==> run_1/met1.png <==
Supply wires on this layer in gray.
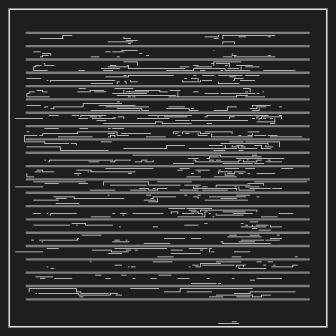
==> run_1/met2.png <==
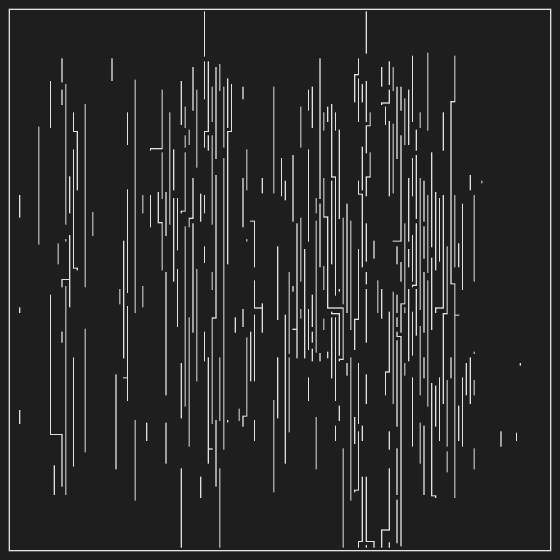
==> run_1/met3.png <==
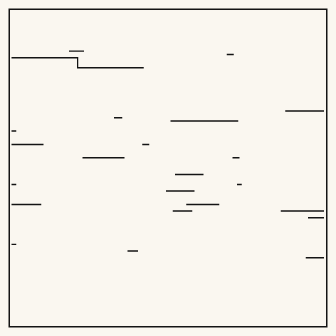
==> run_1/final_clocks.png <==
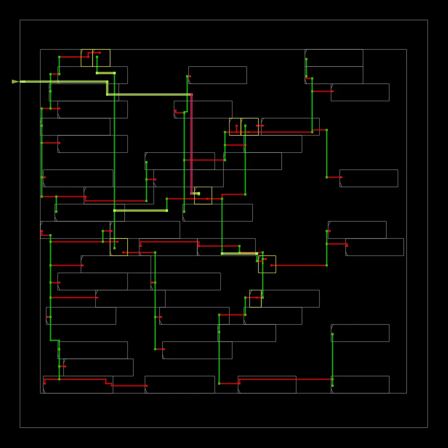
===== config.mk =====
export PLATFORM = sky130hd
export DESIGN_NAME = jk_cmd_sequencer
export DESIGN_NICKNAME = d
export VERILOG_FILES = /design/src/rtl/jk_pkg.sv /design/src/rtl/jk_cmd_fifo.sv /design/src/rtl/jk_cmd_sequencer.sv
export SDC_FILE = /design/constraint.sdc
export NUM_CORES = 1
export LEC_CHECK = 0
export CAP_MARGIN = 30
export CORE_MARGIN = 3
export CORE_UTILIZATION = 55
export CTS_CLUSTER_DIAMETER = 150
export DETAILED_ROUTE_END_ITERATION = 8
export GPL_TIMING_DRIVEN = 1
export PLACE_DENSITY = 0.77
export SETUP_SLACK_MARGIN = 0.5
export SYNTH_ARGS = -nofsm -noshare
export SYNTH_HDL_FRONTEND = slang
export SYNTH_SLANG_ARGS = --single-unit

===== constraint.sdc =====
create_clock -name clk -period 2.7 [get_ports clk]
set_input_delay 0.81 -clock clk [delete_from_list [all_inputs] [get_ports clk]]
set_output_delay 0.81 -clock clk [all_outputs]
set_load 0.05 [all_outputs]

===== src/rtl/jk_pkg.sv =====
// jk_pkg: shared definitions for the JK command sequencer.
//   op_e     - command opcode, encoded so that the value equals {j,k}
//   state_e  - sequencer FSM state
//   op_to_jk - opcode to {j,k} drive pair
package jk_pkg;

  typedef enum logic [1:0] {
    OP_HOLD   = 2'd0,
    OP_CLEAR  = 2'd1,
    OP_SET    = 2'd2,
    OP_TOGGLE = 2'd3
  } op_e;

  typedef enum logic {
    ST_IDLE  = 1'b0,
    ST_DRIVE = 1'b1
  } state_e;

  localparam int OP_W = 2;

  function automatic logic [1:0] op_to_jk(input op_e op);
    logic [1:0] jk;
    case (op)
      OP_HOLD:   jk = 2'b00;
      OP_CLEAR:  jk = 2'b01;
      OP_SET:    jk = 2'b10;
      OP_TOGGLE: jk = 2'b11;
      default:   jk = 2'b00;
    endcase
    return jk;
  endfunction

endpackage


===== src/rtl/jk_cmd_fifo.sv =====
// jk_cmd_fifo: single-clock synchronous FIFO holding queued commands.
//   clk, rst    - clock, asynchronous active-high reset
//   i_wr_en     - push i_wr_data (ignored when full)
//   i_rd_en     - pop head (ignored when empty)
//   o_rd_data   - head entry, valid while !o_empty
//   o_full      - DEPTH entries held
//   o_empty     - no entries held
// DEPTH must be a power of two so the pointers wrap by plain overflow.
module jk_cmd_fifo #(
  parameter int DEPTH = 4,
  parameter int WIDTH = 6
) (
  input  logic             clk,
  input  logic             rst,
  input  logic             i_wr_en,
  input  logic [WIDTH-1:0] i_wr_data,
  input  logic             i_rd_en,
  output logic [WIDTH-1:0] o_rd_data,
  output logic             o_full,
  output logic             o_empty
);

  localparam int AW = (DEPTH > 1) ? $clog2(DEPTH) : 1;
  localparam logic [AW:0] C_FULL = DEPTH[AW:0];

  logic [WIDTH-1:0] r_mem [DEPTH];
  logic [AW-1:0]    r_wr_ptr;
  logic [AW-1:0]    r_rd_ptr;
  logic [AW:0]      r_count;
  logic             w_push;
  logic             w_pop;

  assign o_full    = (r_count == C_FULL);
  assign o_empty   = (r_count == '0);
  assign w_push    = i_wr_en && !o_full;
  assign w_pop     = i_rd_en && !o_empty;
  assign o_rd_data = r_mem[r_rd_ptr];

  always_ff @(posedge clk or posedge rst) begin
    if (rst) begin
      r_wr_ptr <= '0;
      r_rd_ptr <= '0;
      r_count  <= '0;
    end else begin
      if (w_push) r_wr_ptr <= r_wr_ptr + 1'b1;
      if (w_pop)  r_rd_ptr <= r_rd_ptr + 1'b1;
      case ({w_push, w_pop})
        2'b10:   r_count <= r_count + 1'b1;
        2'b01:   r_count <= r_count - 1'b1;
        default: r_count <= r_count;
      endcase
    end
  end

  // Storage needs no reset: an entry is only read after it has been written.
  always_ff @(posedge clk) begin
    if (w_push) r_mem[r_wr_ptr] <= i_wr_data;
  end

endmodule


===== src/rtl/jk_cmd_sequencer.sv =====
// jk_cmd_sequencer: queues {op, repeat} commands and drives a downstream JK
// flop, tracking the expected flop state and checking the fed-back Q/Qb.
//   clk, rst              - clock, asynchronous active-high reset
//   cmd_valid/cmd_ready   - command handshake
//   cmd_op, cmd_rpt       - opcode and issue count minus one
//   j, k                  - registered drive to the flop
//   q_fb, qb_fb           - flop outputs fed back
//   exp_q, exp_vld        - modelled flop state and whether it is known
//   err_mismatch          - sticky: q_fb differed from exp_q
//   err_compl             - sticky: q_fb equalled qb_fb
//   err_clr               - clears both sticky flags
//   busy                  - commands queued or being driven
//
// state    | meaning
// ST_IDLE  | nothing being issued, j=k=0
// ST_DRIVE | j/k held from current command, r_rem more issues after this one
module jk_cmd_sequencer
  import jk_pkg::*;
#(
  parameter int DEPTH = 4,
  parameter int CNT_W = 4
) (
  input  logic             clk,
  input  logic             rst,
  input  logic             cmd_valid,
  output logic             cmd_ready,
  input  logic [1:0]       cmd_op,
  input  logic [CNT_W-1:0] cmd_rpt,
  output logic             j,
  output logic             k,
  input  logic             q_fb,
  input  logic             qb_fb,
  output logic             exp_q,
  output logic             exp_vld,
  output logic             err_mismatch,
  output logic             err_compl,
  input  logic             err_clr,
  output logic             busy
);

  localparam int FW = OP_W + CNT_W;

  logic             w_full;
  logic             w_empty;
  logic             w_push;
  logic             w_pop;
  logic [FW-1:0]    w_wr_data;
  logic [FW-1:0]    w_head;
  op_e              w_head_op;
  logic [CNT_W-1:0] w_head_rpt;
  logic [1:0]       w_head_jk;

  logic             r_rdy_en;
  state_e           r_state;
  state_e           w_state_nxt;
  logic             r_j;
  logic             r_k;
  logic             w_j_nxt;
  logic             w_k_nxt;
  logic [CNT_W-1:0] r_rem;
  logic [CNT_W-1:0] w_rem_nxt;

  logic             r_exp_q;
  logic             r_exp_vld;
  logic             r_err_mm;
  logic             r_err_cp;
  logic             w_det_mm;
  logic             w_det_cp;

  // r_rdy_en keeps cmd_ready low until the first edge after reset release.
  assign cmd_ready  = r_rdy_en && !w_full;
  assign w_push     = cmd_valid && cmd_ready;
  assign w_wr_data  = {cmd_op, cmd_rpt};
  assign w_head_op  = op_e'(w_head[FW-1 -: OP_W]);
  assign w_head_rpt = w_head[CNT_W-1:0];
  assign w_head_jk  = op_to_jk(w_head_op);

  jk_cmd_fifo #(
    .DEPTH (DEPTH),
    .WIDTH (FW)
  ) u_fifo (
    .clk       (clk),
    .rst       (rst),
    .i_wr_en   (w_push),
    .i_wr_data (w_wr_data),
    .i_rd_en   (w_pop),
    .o_rd_data (w_head),
    .o_full    (w_full),
    .o_empty   (w_empty)
  );

  always_ff @(posedge clk or posedge rst) begin
    if (rst) begin
      r_rdy_en <= 1'b0;
      r_state  <= ST_IDLE;
      r_j      <= 1'b0;
      r_k      <= 1'b0;
      r_rem    <= '0;
    end else begin
      r_rdy_en <= 1'b1;
      r_state  <= w_state_nxt;
      r_j      <= w_j_nxt;
      r_k      <= w_k_nxt;
      r_rem    <= w_rem_nxt;
    end
  end

  always_comb begin
    w_state_nxt = r_state;
    w_j_nxt     = r_j;
    w_k_nxt     = r_k;
    w_rem_nxt   = r_rem;
    w_pop       = 1'b0;
    case (r_state)
      ST_IDLE: begin
        w_j_nxt = 1'b0;
        w_k_nxt = 1'b0;
        if (!w_empty) begin
          w_pop                = 1'b1;
          w_state_nxt          = ST_DRIVE;
          {w_j_nxt, w_k_nxt}   = w_head_jk;
          w_rem_nxt            = w_head_rpt;
        end
      end
      ST_DRIVE: begin
        if (r_rem != '0) begin
          w_rem_nxt = r_rem - 1'b1;
        end else if (!w_empty) begin
          // Chain straight into the next command so there is no idle bubble.
          w_pop                = 1'b1;
          {w_j_nxt, w_k_nxt}   = w_head_jk;
          w_rem_nxt            = w_head_rpt;
        end else begin
          w_state_nxt = ST_IDLE;
          w_j_nxt     = 1'b0;
          w_k_nxt     = 1'b0;
        end
      end
      default: begin
        w_state_nxt = ST_IDLE;
        w_j_nxt     = 1'b0;
        w_k_nxt     = 1'b0;
      end
    endcase
  end

  // Checker compares against the model value held before this edge.
  assign w_det_mm = r_exp_vld && (q_fb != r_exp_q);
  assign w_det_cp = r_exp_vld && (q_fb == qb_fb);

  always_ff @(posedge clk or posedge rst) begin
    if (rst) begin
      r_exp_q   <= 1'b0;
      r_exp_vld <= 1'b0;
      r_err_mm  <= 1'b0;
      r_err_cp  <= 1'b0;
    end else begin
      case ({r_j, r_k})
        2'b01:   r_exp_q <= 1'b0;
        2'b10:   r_exp_q <= 1'b1;
        2'b11:   r_exp_q <= ~r_exp_q;
        default: r_exp_q <= r_exp_q;
      endcase
      // Only SET or CLEAR leave the flop in a known state.
      if (r_j ^ r_k) r_exp_vld <= 1'b1;

      // A new detection takes priority over a coincident clear.
      if (w_det_mm)     r_err_mm <= 1'b1;
      else if (err_clr) r_err_mm <= 1'b0;
      if (w_det_cp)     r_err_cp <= 1'b1;
      else if (err_clr) r_err_cp <= 1'b0;
    end
  end

  assign j            = r_j;
  assign k            = r_k;
  assign exp_q        = r_exp_q;
  assign exp_vld      = r_exp_vld;
  assign err_mismatch = r_err_mm;
  assign err_compl    = r_err_cp;
  assign busy         = !w_empty || (r_state == ST_DRIVE);

endmodule


==> impl_summary.log, run 1 <==
[report] implementation figures
[metrics] via/cell ratio: 5.42
[metrics] Registers, synthesis: between 40 and 50
[metrics] aoi share: roughly 4.5%
[metrics] number of standard cells after synthesis: 128
[metrics] Signal buf overhead: between 10 and 15%
[metrics] crit path DRT: just under 3 ns
[metrics] PnR worst setup slack: a little under 0.5 ns
[metrics] Area Overhead vs Synth: 24.1%
[metrics] core region area: 3150 um2
[metrics] Combinational Power: between 0.9 and 1 mW
[metrics] period utilization: between 80% and 90%
[metrics] result of the run: complete, no violations
[metrics] Top cells by area: sky130_fd_sc_hd__edfxtp_1 (38%), sky130_fd_sc_hd__dfrtp_1 (25%), sky130_fd_sc_hd__mux4_2 (7.2%)
[metrics] clock buffer count in the final layout: 5
[metrics] Floorplan Utilization: between 50% and 60%
[metrics] proportion of layout cells with a drive suffix above 1: just under 30%
[metrics] combinational share of cell area: roughly 30%
[metrics] worst reg2reg path startpoint: r_rem[0]$_DFF_PP0_
[metrics] antenna violations before repair: 0
[metrics] critical path's top delay family: simple AND/OR/NAND/NOR gates
[metrics] slew at the pin with the worst max-slew slack: 0.746 ns
[metrics] drt initial violations: ~64
[metrics] number of cells in Yosys stat: approximately 130
[metrics] mi-comb count: between 60 and 70
[metrics] RePlAce Congestion: approximately 0.8
[metrics] most common library cells after synthesis: sky130_fd_sc_hd__edfxtp_1 (24), sky130_fd_sc_hd__dfrtp_1 (19), sky130_fd_sc_hd__inv_1 (16), sky130_fd_sc_hd__ha_1 (10), sky130_fd_sc_hd__nand2_1 (9)
[metrics] detailed-routed wire length on met2: roughly 1800 um
[metrics] post-cts sizing count: 17
[metrics] number of slew-limit violations in the final report: 0
[metrics] CTS Root Cell: sky130_fd_sc_hd__clkbuf_4
[metrics] Syn Area/Cell: approximately 15 um2
[metrics] total vias in the final route: ~1,100
[metrics] n_diodes: 0
[metrics] sequential-cell power consumption: 1.02 mW
[metrics] Critical Path End Type: flop
[metrics] post-synthesis instance area: between 1500 and 2000 um2
[metrics] average wire per standard cell: about 16 um
[metrics] worst hold path class: reg2reg
[metrics] multiplexer share of the synthesized area: under 10%
[metrics] GR Layer Usage met2: between 30% and 40%
[metrics] number of warning messages in the yosys log: 0
About met1.png:
longest straight run = 17.9 um
nets with wire on the layer = 169
wire length on this layer = 1,430 um
share of all routed wire = 42%
main direction = horizontal

About met2.png:
wire length on this layer = 1,840 um
nets with wire on the layer = 164
share of all routed wire = 53%
main direction = vertical

About met3.png:
nets with wire on the layer = 18
longest straight run = 13.6 um

About final_clocks.png:
number of sequential storage elements: 43
Late-Pin Clk Latency: 0.34 ns
maximum clock skew at final layout: 0.0119 ns
Clock net power: 0.297 mW

[run 1: cell families after synthesis]
group,Yosys count
adder cells (fa/ha/maj),11
flip-flops,43
other,1
AND/OR/NAND/NOR,25
AND-OR/OR-AND,12
buffers and inverters,18
XOR/XNOR,8
multiplexers,10
[run 1: worst paths after layout]
kind,endpoint,slack [ns],cells after the start
setup reg to reg,u_fifo.r_count[2]$_DFFE_PP0P_,0.49,12
setup / recovery,u_fifo.r_count[2]$_DFFE_PP0P_,0.49,12
min in group asynchronous,err_compl$_DFFE_PP0P_,0.88,2
hold / removal,err_compl$_DFFE_PP0P_,0.53,2
max in group asynchronous,u_fifo.r_count[2]$_DFFE_PP0P_,1.36,2
hold reg to reg,err_compl$_DFFE_PP0P_,0.53,2
==> run_1/wire_density.png <==
Scale bar: 20 um. 13 x 13 tiles, from dark purple (low) to yellow (high), scaled to the fullest tile. Values are wire area over tile area, all layers added.
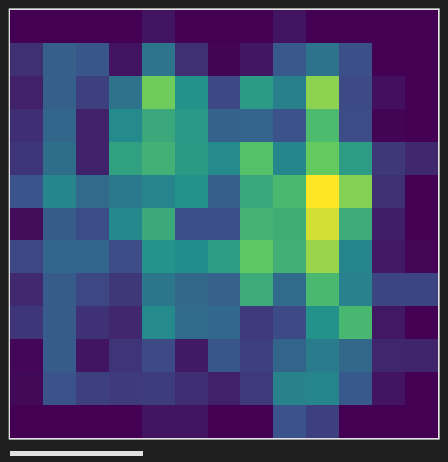

## Run 2: what changed since run 1
--- a/config.mk
+++ b/config.mk
@@ -7,11 +7,11 @@
 export LEC_CHECK = 0
 export CAP_MARGIN = 30
 export CORE_MARGIN = 3
-export CORE_UTILIZATION = 55
+export CORE_UTILIZATION = 50
 export CTS_CLUSTER_DIAMETER = 150
 export DETAILED_ROUTE_END_ITERATION = 8
 export GPL_TIMING_DRIVEN = 1
-export PLACE_DENSITY = 0.77
+export PLACE_DENSITY = 0.74
 export SETUP_SLACK_MARGIN = 0.5
 export SYNTH_ARGS = -nofsm -noshare
 export SYNTH_HDL_FRONTEND = slang
==> constraint.sdc (replaced) <==
create_clock -name clk -period 2 [get_ports clk]
set_input_delay 0.6 -clock clk [delete_from_list [all_inputs] [get_ports clk]]
set_output_delay 0.6 -clock clk [all_outputs]
set_load 0.05 [all_outputs]
==> run_2/wire_density.png <==
Scale bar: 20 um. 13 x 13 tiles, from dark purple (low) to yellow (high), scaled to the fullest tile. Values are wire area over tile area, all layers added.
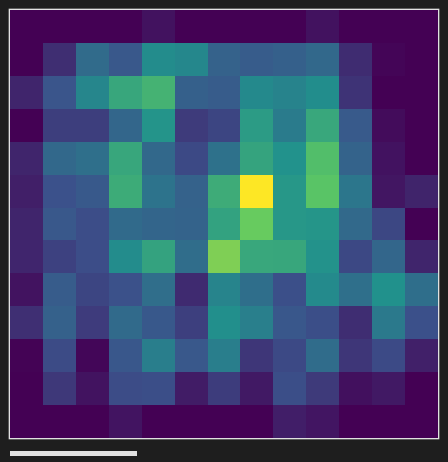
tiles over half the peak = 14%
nearly empty tiles = 20%
densest ninth of the die = center
fullest tile = 0.49
mean over tiles = 0.12

==> impl_summary.log, run 2 <==
[report] implementation figures
[metrics] result of the run: finished with violations
[metrics] violated checks: negative setup slack
[metrics] crit path DRT: 2.23 ns (-0.74 ns)
[metrics] share of synthesized registers carrying an async set or reset: roughly 44%
[metrics] CTS tree: built
[metrics] total routed wirelength: between 3000 and 4000 um
[metrics] worst slack on hold paths: approximately 0.55 ns
[metrics] Hold-fix buffers, CTS: 0
[metrics] number of slew-limit violations in the final report: 0 (unchanged)
[metrics] Post-Route Setup TNS: -0.334 ns
[metrics] GR Layer Usage met2: 29.6% (-2.9 points)
[metrics] portion of synthesized cell area occupied by the leading cell type: a little under two fifths
[metrics] R2R setup slack: -0.21 ns (-0.70 ns)
[metrics] Worst Setup EP: u_fifo.r_count[2]$_DFFE_PP0P_
[metrics] slowest stage delay, CP: ~0.40 ns
[metrics] critical path buffer and inverter count: 3
[metrics] flip-flop count of the largest register, all copies and words added: 24
[metrics] period utilization: 110% (+28 points)
[metrics] Area Overhead vs Synth: 38.6%
[metrics] count of nets after finishing: around 200
[metrics] total vias in the final route: 1,151 (+1.1%)
[metrics] top comb family, area: multiplexers
[metrics] list of cells traversed by the critical path: inv_2 > ha_4 > or3b_4 > nand2_4 > nand2_4 > inv_4 > ha_4 > inv_2 > fa_2 > xor2_1 > nor2_1 > xor2_1
[metrics] core region area: 3470 um2 (+10%)
[metrics] CP startpoint: r_rem[0]$_DFF_PP0_
[metrics] worst setup path category: reg2reg
[metrics] maximum clock skew at final layout: 0.00961 ns (-0.00226 ns)
[metrics] Sink Count: 43
[metrics] slew at the pin with the worst max-slew slack: 0.512 ns (-0.234 ns)
[metrics] largest registers: u_fifo.r_mem (24), r_rem (4), u_fifo.r_count (3)
[metrics] fraction of the yosys area taken by sequential cells: 63.6%
[metrics] proportion of power drawn by the clock network: 18.3%
[metrics] group drawing the most power: combinational cells
[metrics] n_diodes: 0 (unchanged)
[metrics] Max Clk Rate: ~0.45 GHz
[metrics] Top cells by area: sky130_fd_sc_hd__edfxtp_1 (38%), sky130_fd_sc_hd__dfrtp_1 (25%), sky130_fd_sc_hd__mux4_2 (7.2%)
[metrics] average wire per standard cell: 15.8 um (-3.4%)
[metrics] number of buffers created by CTS: 5
[metrics] worst hold path class: reg2reg
[metrics] Critical Path End Type: flop
[metrics] signal arrival time at the worst endpoint: between 2 and 2.5 ns
[metrics] post-synthesis instance area: 1880 um2 (unchanged)
[metrics] CTS Root Cell: sky130_fd_sc_hd__clkbuf_8
[metrics] via/cell ratio: 5.07 (-6.5%)
[metrics] Final Instance Area: around 2600 um2
[metrics] aoi share: 4.52% (unchanged)
[metrics] total setup violations reported at the end of the flow: 3
[metrics] Worst-path clk slew: ~0.080 ns
[metrics] number of warning messages in the yosys log: 0 (unchanged)
[metrics] WHS Endpoint: err_mismatch$_DFFE_PP0P_
[metrics] Late-Pin Clk Latency: 0.30 ns (-0.04 ns)
[metrics] number of cells on the critical path: 12 (unchanged)
[metrics] Most flops, register: u_fifo.r_mem
[metrics] critical path's top delay family: simple AND/OR/NAND/NOR gates
[metrics] end of the worst register-to-register path: u_fifo.r_count[2]$_DFFE_PP0P_
[metrics] met1 wire length: around 1400 um
[metrics] drt initial violations: 51 (-20%)
[metrics] share of synthesized cell area in full adder, half adder and majority cells: just under 8%
[metrics] worst reg2reg path startpoint: r_rem[0]$_DFF_PP0_
[metrics] GR met3 Demand/Resource: about 5%
[metrics] crit path time final: 2.21 ns
[metrics] PnR worst setup slack: -0.206 ns (-0.695 ns)
[metrics] sequential-cell power consumption: 1.37 mW (+34%)
[metrics] number of standard cells after synthesis: 128 (unchanged)
[metrics] proportion of layout cells with a drive suffix above 1: 45.3% (+16 points)
[metrics] worst hold stages: 2 (unchanged)
[metrics] antenna violations before repair: 0 (unchanged)
[metrics] number of cells in Yosys stat: 128 (unchanged)
[metrics] logic depth of the worst register-to-register path: 12 (unchanged)
[metrics] Registers, synthesis: 43 (unchanged)
[metrics] Log Warnings: 35
[metrics] detailed-routed wire length on met2: 1930 um (+5.2%)
[metrics] Combinational Power: 1.61 mW (+68%)
[metrics] combinational cell fraction of total power: roughly 44%
[metrics] Clock Tree Buf Depth: 2
[metrics] multiplexer share of the synthesized area: 9.71% (unchanged)
[metrics] detailed-route DRC error count: 0
[metrics] DP Worst Slack: -0.289 ns
[metrics] RePlAce Congestion: 0.806 (+0.94%)
[metrics] Floorplan Utilization: 54.3% (-5.4 points)
[metrics] busiest grt layer: met2
[metrics] Syn Area/Cell: 14.7 um2 (unchanged)
[metrics] Clock net power: 0.666 mW (+120%)
[metrics] most common library cells after synthesis: sky130_fd_sc_hd__edfxtp_1 (24), sky130_fd_sc_hd__dfrtp_1 (19), sky130_fd_sc_hd__inv_1 (16), sky130_fd_sc_hd__ha_1 (10), sky130_fd_sc_hd__nand2_1 (9)
[metrics] fraction of power spent switching nets: 34.3%
run 2: cell counts after synthesis:
Identical to the previous run, type by type.
run 2: cell families (layout without fill, tap and decap cells):
logic type,after synthesis,count (layout)
fa+ha+maj,11,11
simple gates,25,25
compound gates,12,12
xor+xnor,8,8
other cells,1,1
buf+inv,18,71
flops,43,43
mux,10,10
run 2: layout make-up:
cell class	instances	area (um2)	area share, %
tap	46	57.6	2.21
timing repair buffer	47	442	16.9
clock buffer	5	68.8	2.64
multi-input combinational	67	731	28.0
clock inverter	3	43.8	1.68
sequential	43	1200	45.9
inverter	16	67.6	2.59
run 2: repair_timing:
action	4_1_cts	5_1_grt
gates resized	10	16
pin swaps	6	5
gates cloned	0	0
setup endpoints to repair	16	44
buffers inserted	6	9
==> run_2/met3.png <==
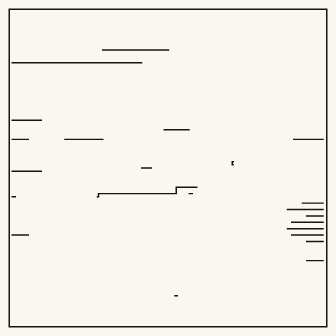

## Run 3: what changed since run 2
--- a/config.mk
+++ b/config.mk
@@ -12,7 +12,7 @@
 export DETAILED_ROUTE_END_ITERATION = 8
 export GPL_TIMING_DRIVEN = 1
 export PLACE_DENSITY = 0.74
-export SETUP_SLACK_MARGIN = 0.5
+export SETUP_SLACK_MARGIN = 0.1
 export SYNTH_ARGS = -nofsm -noshare
 export SYNTH_HDL_FRONTEND = slang
 export SYNTH_SLANG_ARGS = --single-unit
==> constraint.sdc (replaced) <==
create_clock -name clk -period 1.82 [get_ports clk]
set_input_delay 0.546 -clock clk [delete_from_list [all_inputs] [get_ports clk]]
set_output_delay 0.546 -clock clk [all_outputs]
set_load 0.05 [all_outputs]
==> run_3/met3.png <==
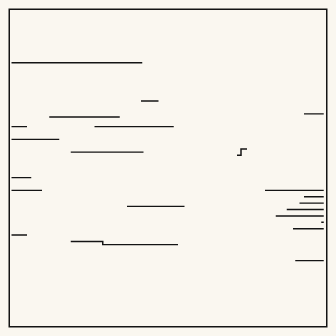
nets with wire on the layer = 20
main direction = horizontal
share of all routed wire = 5.8%
wire length on this layer = 196 um

==> impl_summary.log, run 3 <==
[report] implementation figures
[metrics] signal arrival time at the worst endpoint: 2.46 ns (+0.03 ns)
[metrics] worst setup path category: reg2reg
[metrics] portion of synthesized cell area occupied by the leading cell type: 38.3% (unchanged)
[metrics] worst slack on hold paths: 0.546 ns (-0.00367 ns)
[metrics] Clock Tree Buf Depth: 2 (unchanged)
[metrics] fraction of the yosys area taken by sequential cells: 63.6% (unchanged)
[metrics] flip-flop count of the largest register, all copies and words added: 24 (unchanged)
[metrics] PnR worst setup slack: -0.426 ns (-0.220 ns)
[metrics] worst hold stages: 2 (unchanged)
[metrics] Top cells by area: sky130_fd_sc_hd__edfxtp_1 (38%), sky130_fd_sc_hd__dfrtp_1 (25%), sky130_fd_sc_hd__mux4_2 (7.2%)
[metrics] violated checks: negative setup slack
[metrics] RePlAce Congestion: 0.874 (+8.5%)
[metrics] antenna violations before repair: 0 (unchanged)
[metrics] period utilization: 123% (+13 points)
[metrics] Hold-fix buffers, CTS: 0 (unchanged)
[metrics] proportion of power drawn by the clock network: 15.7% (-2.6 points)
[metrics] post-synthesis instance area: 1880 um2 (unchanged)
[metrics] Critical Path End Type: flop
[metrics] Signal buf overhead: 18.0% (+1.1 points)
[metrics] result of the run: finished with violations
[metrics] Late-Pin Clk Latency: 0.30 ns (about the same)
[metrics] R2R setup slack: -0.43 ns (-0.22 ns)
[metrics] detailed-routed wire length on met2: 1820 um (-6.0%)
[metrics] DP Worst Slack: -0.466 ns (-0.178 ns)
[metrics] crit path time final: 2.25 ns (+0.0397 ns)
[metrics] slowest stage delay, CP: 0.41 ns (about the same)
[metrics] drt initial violations: 86 (+69%)
[metrics] mi-comb count: 67 (unchanged)
[metrics] CTS tree: built
[metrics] number of standard cells after synthesis: 128 (unchanged)
[metrics] top comb family, area: multiplexers
[metrics] Worst-path clk slew: 0.08 ns (about the same)
[metrics] combinational share of cell area: 26.8% (-1.3 points)
[metrics] share of synthesized cell area in full adder, half adder and majority cells: 7.71% (unchanged)
[metrics] total setup violations reported at the end of the flow: 5 (+2)
[metrics] number of slew-limit violations in the final report: 0 (unchanged)
## run 3: worst max-delay path: cells and delay by family (launching register included)
family | cells | cell delay [ns]
adders and majority gates | 3 | 0.58
buffers and inverters | 3 | 0.18
and+or+nand+nor | 4 | 0.66
xor gates and xnor gates | 2 | 0.32
DFF | 1 | 0.41
## run 3: through the flow
step,setup TNS (ns),utilization [%]
3_3_place_gp,-0.612,68.1
5_1_grt,-1.12,73.3
6_report,-0.901,73.3
3_5_place_dp,-0.839,68.1
2_1_floorplan,-0.514,-
4_1_cts,-0.800,71.9
## run 3: timing repair
item                                    4_1_cts  5_1_grt
endpoints found under the setup margin        6        7
pin swaps                                     2        3
buffers inserted                              4        5
resized                                       5        3
Power figures rest on the tool's default switching activity, not on a simulated workload.
